[src/rtl/code_lock_pkg.sv]
// Shared types and sizing helpers for the keypad code lock.
package code_lock_pkg;

    typedef enum logic [1:0] {
        ST_LOCKED,
        ST_UNLOCKED,
        ST_NEW_CODE,
        ST_LOCKOUT
    } lock_state_t;

    function automatic int fail_cnt_w(input int max_tries);
        return (max_tries < 1) ? 1 : $clog2(max_tries + 1);
    endfunction

endpackage

[src/rtl/lock_timer.sv]
// Lockout countdown: done is high in the last cycle of a LOCKOUT_CYC-long window
// that opens on the edge sampling start.
module lock_timer #(
    parameter int LOCKOUT_CYC = 1000
) (
    input  logic clk,
    input  logic reset,
    input  logic start,
    output logic done
);

    localparam int TMR_W = (LOCKOUT_CYC < 1) ? 1 : $clog2(LOCKOUT_CYC + 1);

    logic [TMR_W-1:0] remain;

    always_ff @(posedge clk or negedge reset) begin
        if (!reset) begin
            remain <= '0;
        end else if (start) begin
            remain <= TMR_W'(LOCKOUT_CYC);
        end else if (remain != '0) begin
            remain <= remain - TMR_W'(1);
        end
    end

    assign done = (remain == TMR_W'(1));

endmodule

[src/rtl/code_lock_fsm.sv]
// Keypad code lock: digit entry, retry lockout and in-field code change.
module code_lock_fsm
    import code_lock_pkg::*;
#(
    parameter int DIGIT_W     = 4,
    parameter int CODE_LEN    = 4,
    parameter int MAX_TRIES   = 3,
    parameter int LOCKOUT_CYC = 1000,
    parameter logic [CODE_LEN*DIGIT_W-1:0] INIT_CODE = 16'h1234
) (
    input  logic                                clk,
    input  logic                                reset,
    input  logic [DIGIT_W-1:0]                  digit,
    input  logic                                digit_valid,
    input  logic                                enter,
    input  logic                                change_req,
    input  logic                                lock_cmd,
    output logic                                unlocked,
    output logic                                buzzer,
    output logic                                err,
    output logic [fail_cnt_w(MAX_TRIES)-1:0]    fail_count
);

    localparam int CODE_W = CODE_LEN * DIGIT_W;
    localparam int FAIL_W = fail_cnt_w(MAX_TRIES);
    localparam int CNT_W  = $clog2(CODE_LEN + 2);

    lock_state_t       state;
    logic [CODE_W-1:0] code;
    logic [CODE_W-1:0] entry_buf;
    logic [CNT_W-1:0]  dig_cnt;
    logic [FAIL_W-1:0] fail_next;
    logic              match;
    logic              start_lockout;
    logic              lockout_done;

    // A digit counter parked at CODE_LEN+1 marks an over-long entry as a mismatch.
    assign match         = (dig_cnt == CNT_W'(CODE_LEN)) && (entry_buf == code);
    assign fail_next     = fail_count + FAIL_W'(1);
    assign start_lockout = (state == ST_LOCKED) && enter && !match &&
                           (fail_next == FAIL_W'(MAX_TRIES));

    lock_timer #(
        .LOCKOUT_CYC(LOCKOUT_CYC)
    ) u_lock_timer (
        .clk  (clk),
        .reset(reset),
        .start(start_lockout),
        .done (lockout_done)
    );

    always_ff @(posedge clk or negedge reset) begin
        if (!reset) begin
            state      <= ST_LOCKED;
            code       <= INIT_CODE;
            entry_buf  <= '0;
            dig_cnt    <= '0;
            fail_count <= '0;
            unlocked   <= 1'b0;
            buzzer     <= 1'b0;
            err        <= 1'b0;
        end else begin
            err <= 1'b0;
            case (state)
                ST_LOCKED: begin
                    if (enter) begin
                        entry_buf <= '0;
                        dig_cnt   <= '0;
                        if (match) begin
                            state      <= ST_UNLOCKED;
                            unlocked   <= 1'b1;
                            fail_count <= '0;
                        end else begin
                            err        <= 1'b1;
                            fail_count <= fail_next;
                            if (start_lockout) begin
                                state  <= ST_LOCKOUT;
                                buzzer <= 1'b1;
                            end
                        end
                    end else if (digit_valid) begin
                        entry_buf <= (entry_buf << DIGIT_W) | CODE_W'(digit);
                        if (dig_cnt != CNT_W'(CODE_LEN + 1))
                            dig_cnt <= dig_cnt + CNT_W'(1);
                    end
                end
                ST_UNLOCKED: begin
                    if (lock_cmd) begin
                        state     <= ST_LOCKED;
                        unlocked  <= 1'b0;
                        entry_buf <= '0;
                        dig_cnt   <= '0;
                    end else if (change_req) begin
                        state     <= ST_NEW_CODE;
                        entry_buf <= '0;
                        dig_cnt   <= '0;
                    end
                end
                ST_NEW_CODE: begin
                    if (lock_cmd) begin
                        state     <= ST_LOCKED;
                        unlocked  <= 1'b0;
                        err       <= 1'b1;
                        entry_buf <= '0;
                        dig_cnt   <= '0;
                    end else if (enter) begin
                        state     <= ST_UNLOCKED;
                        entry_buf <= '0;
                        dig_cnt   <= '0;
                        if (dig_cnt == CNT_W'(CODE_LEN))
                            code <= entry_buf;
                        else
                            err <= 1'b1;
                    end else if (digit_valid) begin
                        entry_buf <= (entry_buf << DIGIT_W) | CODE_W'(digit);
                        if (dig_cnt != CNT_W'(CODE_LEN + 1))
                            dig_cnt <= dig_cnt + CNT_W'(1);
                    end
                end
                ST_LOCKOUT: begin
                    if (lockout_done) begin
                        state      <= ST_LOCKED;
                        buzzer     <= 1'b0;
                        fail_count <= '0;
                        entry_buf  <= '0;
                        dig_cnt    <= '0;
                    end
                end
                default: state <= ST_LOCKED;
            endcase
        end
    end

endmodule

[config.mk]
export PLATFORM = sky130hd
export DESIGN_NAME = code_lock_fsm
export DESIGN_NICKNAME = d
export VERILOG_FILES = /design/src/rtl/code_lock_pkg.sv /design/src/rtl/lock_timer.sv /design/src/rtl/code_lock_fsm.sv
export SDC_FILE = /design/constraint.sdc
export NUM_CORES = 1
export LEC_CHECK = 0
export CAP_MARGIN = 25
export CORE_ASPECT_RATIO = 0.6
export CORE_UTILIZATION = 35
export CTS_CLUSTER_DIAMETER = 40
export DETAILED_ROUTE_END_ITERATION = 10
export PLACE_DENSITY = 0.59
export SLEW_MARGIN = 20
export SYNTH_ARGS = -nofsm -noshare
export SYNTH_HDL_FRONTEND = slang
export SYNTH_SLANG_ARGS = --single-unit
[constraint.sdc]
create_clock -name clk -period 6.1 [get_ports clk]
set_input_delay 1.525 -clock clk [delete_from_list [all_inputs] [get_ports clk]]
set_output_delay 1.525 -clock clk [all_outputs]
set_load 0.01 [all_outputs]
util_map.png
12 x 7 tiles, from white (low) to dark blue (high), 0 to 100% covered.
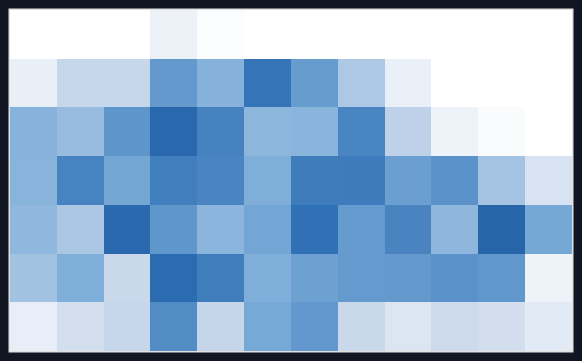
4.8% of the tiles are over 75% full. 17% of the tiles are nearly empty. The emptiest ninth of the die: north-east. The fullest tile reaches 79%. The mean over all tiles is 37%.

congestion_map.png
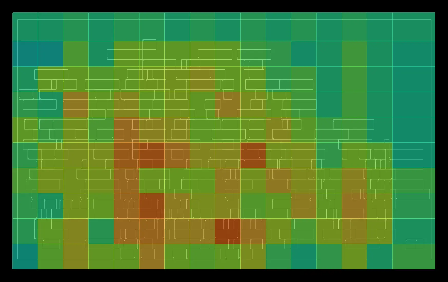
met3 track utilization from global routing: 4.17%
final core area utilization: 42.1%

==> registers in the layout, indices dropped and copies added, names as in the netlist <==
| register | count |
|---|---|
| buzzer | 1 |
| code | 16 |
| state | 2 |
| unlocked | 1 |
| u_lock_timer.remain | 10 |
| fail_count | 2 |
| entry_buf | 16 |
| err | 1 |
| dig_cnt | 3 |
==> cell usage in the layout, fill, tap and decap left out, types with 11 or more instances in the layout <==
cell type        count
nor2_1              28
clkdlybuf4s50_1     13
dfrtp_1             47
nand2_1             13
inv_1               12
xnor2_1             20
ha_1                11
mux2i_1             21
mux2_2              16
==> routing by layer <==
metal	wire, um	up-vias	GRT usage [%]
met3	140	5	4.17
met5	0	-	0
met2	1880	16	18.5
met1	2890	827	22.8
met4	46	0	3.46
li1	-	847	-
==> kinds of logic (layout without fill, tap and decap cells) <==
logic type | after synthesis | after routing | share of synthesized area [%]
flip-flops | 52 | 52 | 48.7
multiplexers | 37 | 37 | 14.5
AND-OR/OR-AND | 25 | 25 | 8.29
adder cells (fa/ha/maj) | 11 | 11 | 5.12
AND/OR/NAND/NOR | 70 | 70 | 12.8
XOR/XNOR | 22 | 22 | 7.17
buffers and inverters | 20 | 35 | 3.44
==> cell type report <==
class	count	area, um2	area share, %
clock buffers	7	153	4.93
multi-input cells	165	1290	41.6
flip-flops and latches	52	1310	42.2
well taps	104	130	4.20
inverters	12	45.0	1.46
repair buffers	15	143	4.61
clock inverters	1	30.0	0.970
==> where the power goes <==
part / internal [mW] / switching, mW
sequential: 0.345 / 0
combinational: 0.00560 / 0.00933
clock: 0.216 / 0.126
total: 0.567 / 0.135
==> worst reg2reg max path: stages, from the launching register on <==
cell and delay, ns:
dfrtp_1 0.40, or4_1 0.66, o41ai_4 0.58, o21a_1 0.22, o21a_1 0.64, nor2_1 0.11
==> worst max-delay path by stage <==
stage	from	end	slack [ns]
floorplan	enter	code[0]	3.33
global placement	enter	code[3]	2.46
detailed placement	lock_cmd	code[7]	2.40
CTS	lock_cmd	code[7]	2.70
global route	enter	code[6]	2.57
finish	enter	code[6]	2.73
==> summary.txt <==
Notes on the physical design

The origin of the worst min-delay path is u_lock_timer.remain[7]. TritonCTS built the clock tree. The cell sequence reported for the critical path is clkdlybuf4s50_1, nand4_1, mux2_2. Setup repair after global routing left no endpoint under its margin. The number of antenna violations at the first check in global routing was 0.

The detail route stage leaves a number of antenna-violating nets equal to 0. The largest incremental delay on the critical path is 0.77 ns. The data arrival at the endpoint of the critical path is 3.54 ns. CTS built an H-tree with a depth of 2. Counting buffers and inverters, the worst setup path is 3 cells deep. Clock latency on the worst-skew pair, taken at its later pin, is 0.29 ns. The type of origin of the critical path is an input port. The fill cell instance count of the final layout is 710. The global-route wire length before repair is 8800 um. Hold analysis shows the worst path with a depth of 2. The sink count of the clock tree is 52.

The sequential element share of the synthesized area is 48.6%. After synthesis, the most frequently instantiated cells are dfrtp_1 (47), nor2_1 (28), mux2i_1 (21). After synthesis, the share of flip-flops with an asynchronous set or reset is 100%. The detailed router finished its first iteration with 116 violations. On the critical path the largest part of the delay comes from simple AND/OR/NAND/NOR gates. The number of enable flip-flop cells is 0.

For this design, Yosys synthesis ends with a cell count of 237. Buffers placed on the I/O ports in this run total 14. In this run the count of I/O pins placed on the die edge is 15. According to the floorplan report, the total die area is 8040 um2. The flow measured a signed area growth from synthesis to layout of 15.2%. The final hold violation count is 0. For the pin with the worst max-slew slack, the measured transition is 0.879 ns.

The clock slew seen by the registers of the worst setup and hold paths is 0.07 ns. The max capacitance violation total is 0. The final routed wire length divided by cell count is 13.9 um. Among all cell types in the netlist, the one instantiated most often is dfrtp_1. STA classifies the critical path endpoint as a register.

The synthesis report names the predominant flop master as dfrtp_1. The pre-antenna-repair detailed-routing pass consisted of 4 iterations. The total non-filler cell area in the finished layout is 3100 um2.

The critical path class is in -> reg. The worst slack at placement is 2.40 ns. The detailed placer reported the number of placed instances as 348. The post-cts repair resize count is 0. The die width is 115 um. The minimum clock period after layout is 3.37 ns. The total tool warning count is 33.

Cells with a size suffix above 1 make up 15.5% of the layout. The timing report gives the worst reg2reg path a setup slack of 3.34 ns. The post-route non-filler standard cell count is 356. In this run the mean area of a mapped cell was 11.3 um2. The global-route total usage across every layer is 14.3%. The number of diodes is 0. In the final design database the tool counted 272 nets.

The synthesized netlist handed to floorplanning was reported with a cell count of 237. In this run the post-CTS setup repair buffer count came out at 0. The library cell with the largest summed area after synthesis is dfrtp_1. The placed wire-length estimate is 3350 um. After detailed placement, the total cell area comes to 2910 um2.

The global route stage reports its total congestion overflow as 0. The path type of the worst min-delay path is reg -> reg. The final power report lists total power as 702 uW.

The floorplan step records an initial core utilization of 36.5%. The power per unit of standard cell area is 227 nW/um2. After routing, the total negative slack on setup checks comes to 0 ns. Per the timing report, the biggest fanout along the worst path comes to 16. The synthesized netlist contains 40 unique library cells.

The die extent in y is 69.9 um. The setup violation total in the final timing report is 0. The DRC violation count after routing is 0. STA lists the startpoint of the worst register-to-register path as u_lock_timer.remain[6]. In the synthesis report, Yosys lists the chip area as 2690 um2. The worst clock skew on the final layout is 0.00676 ns. The flow ran to the end, and the final reports show no timing, DRC or antenna violations.

Among all stages on the critical path, the largest delay is contributed by nand4_1.
Power and IR drop assume default switching activity.
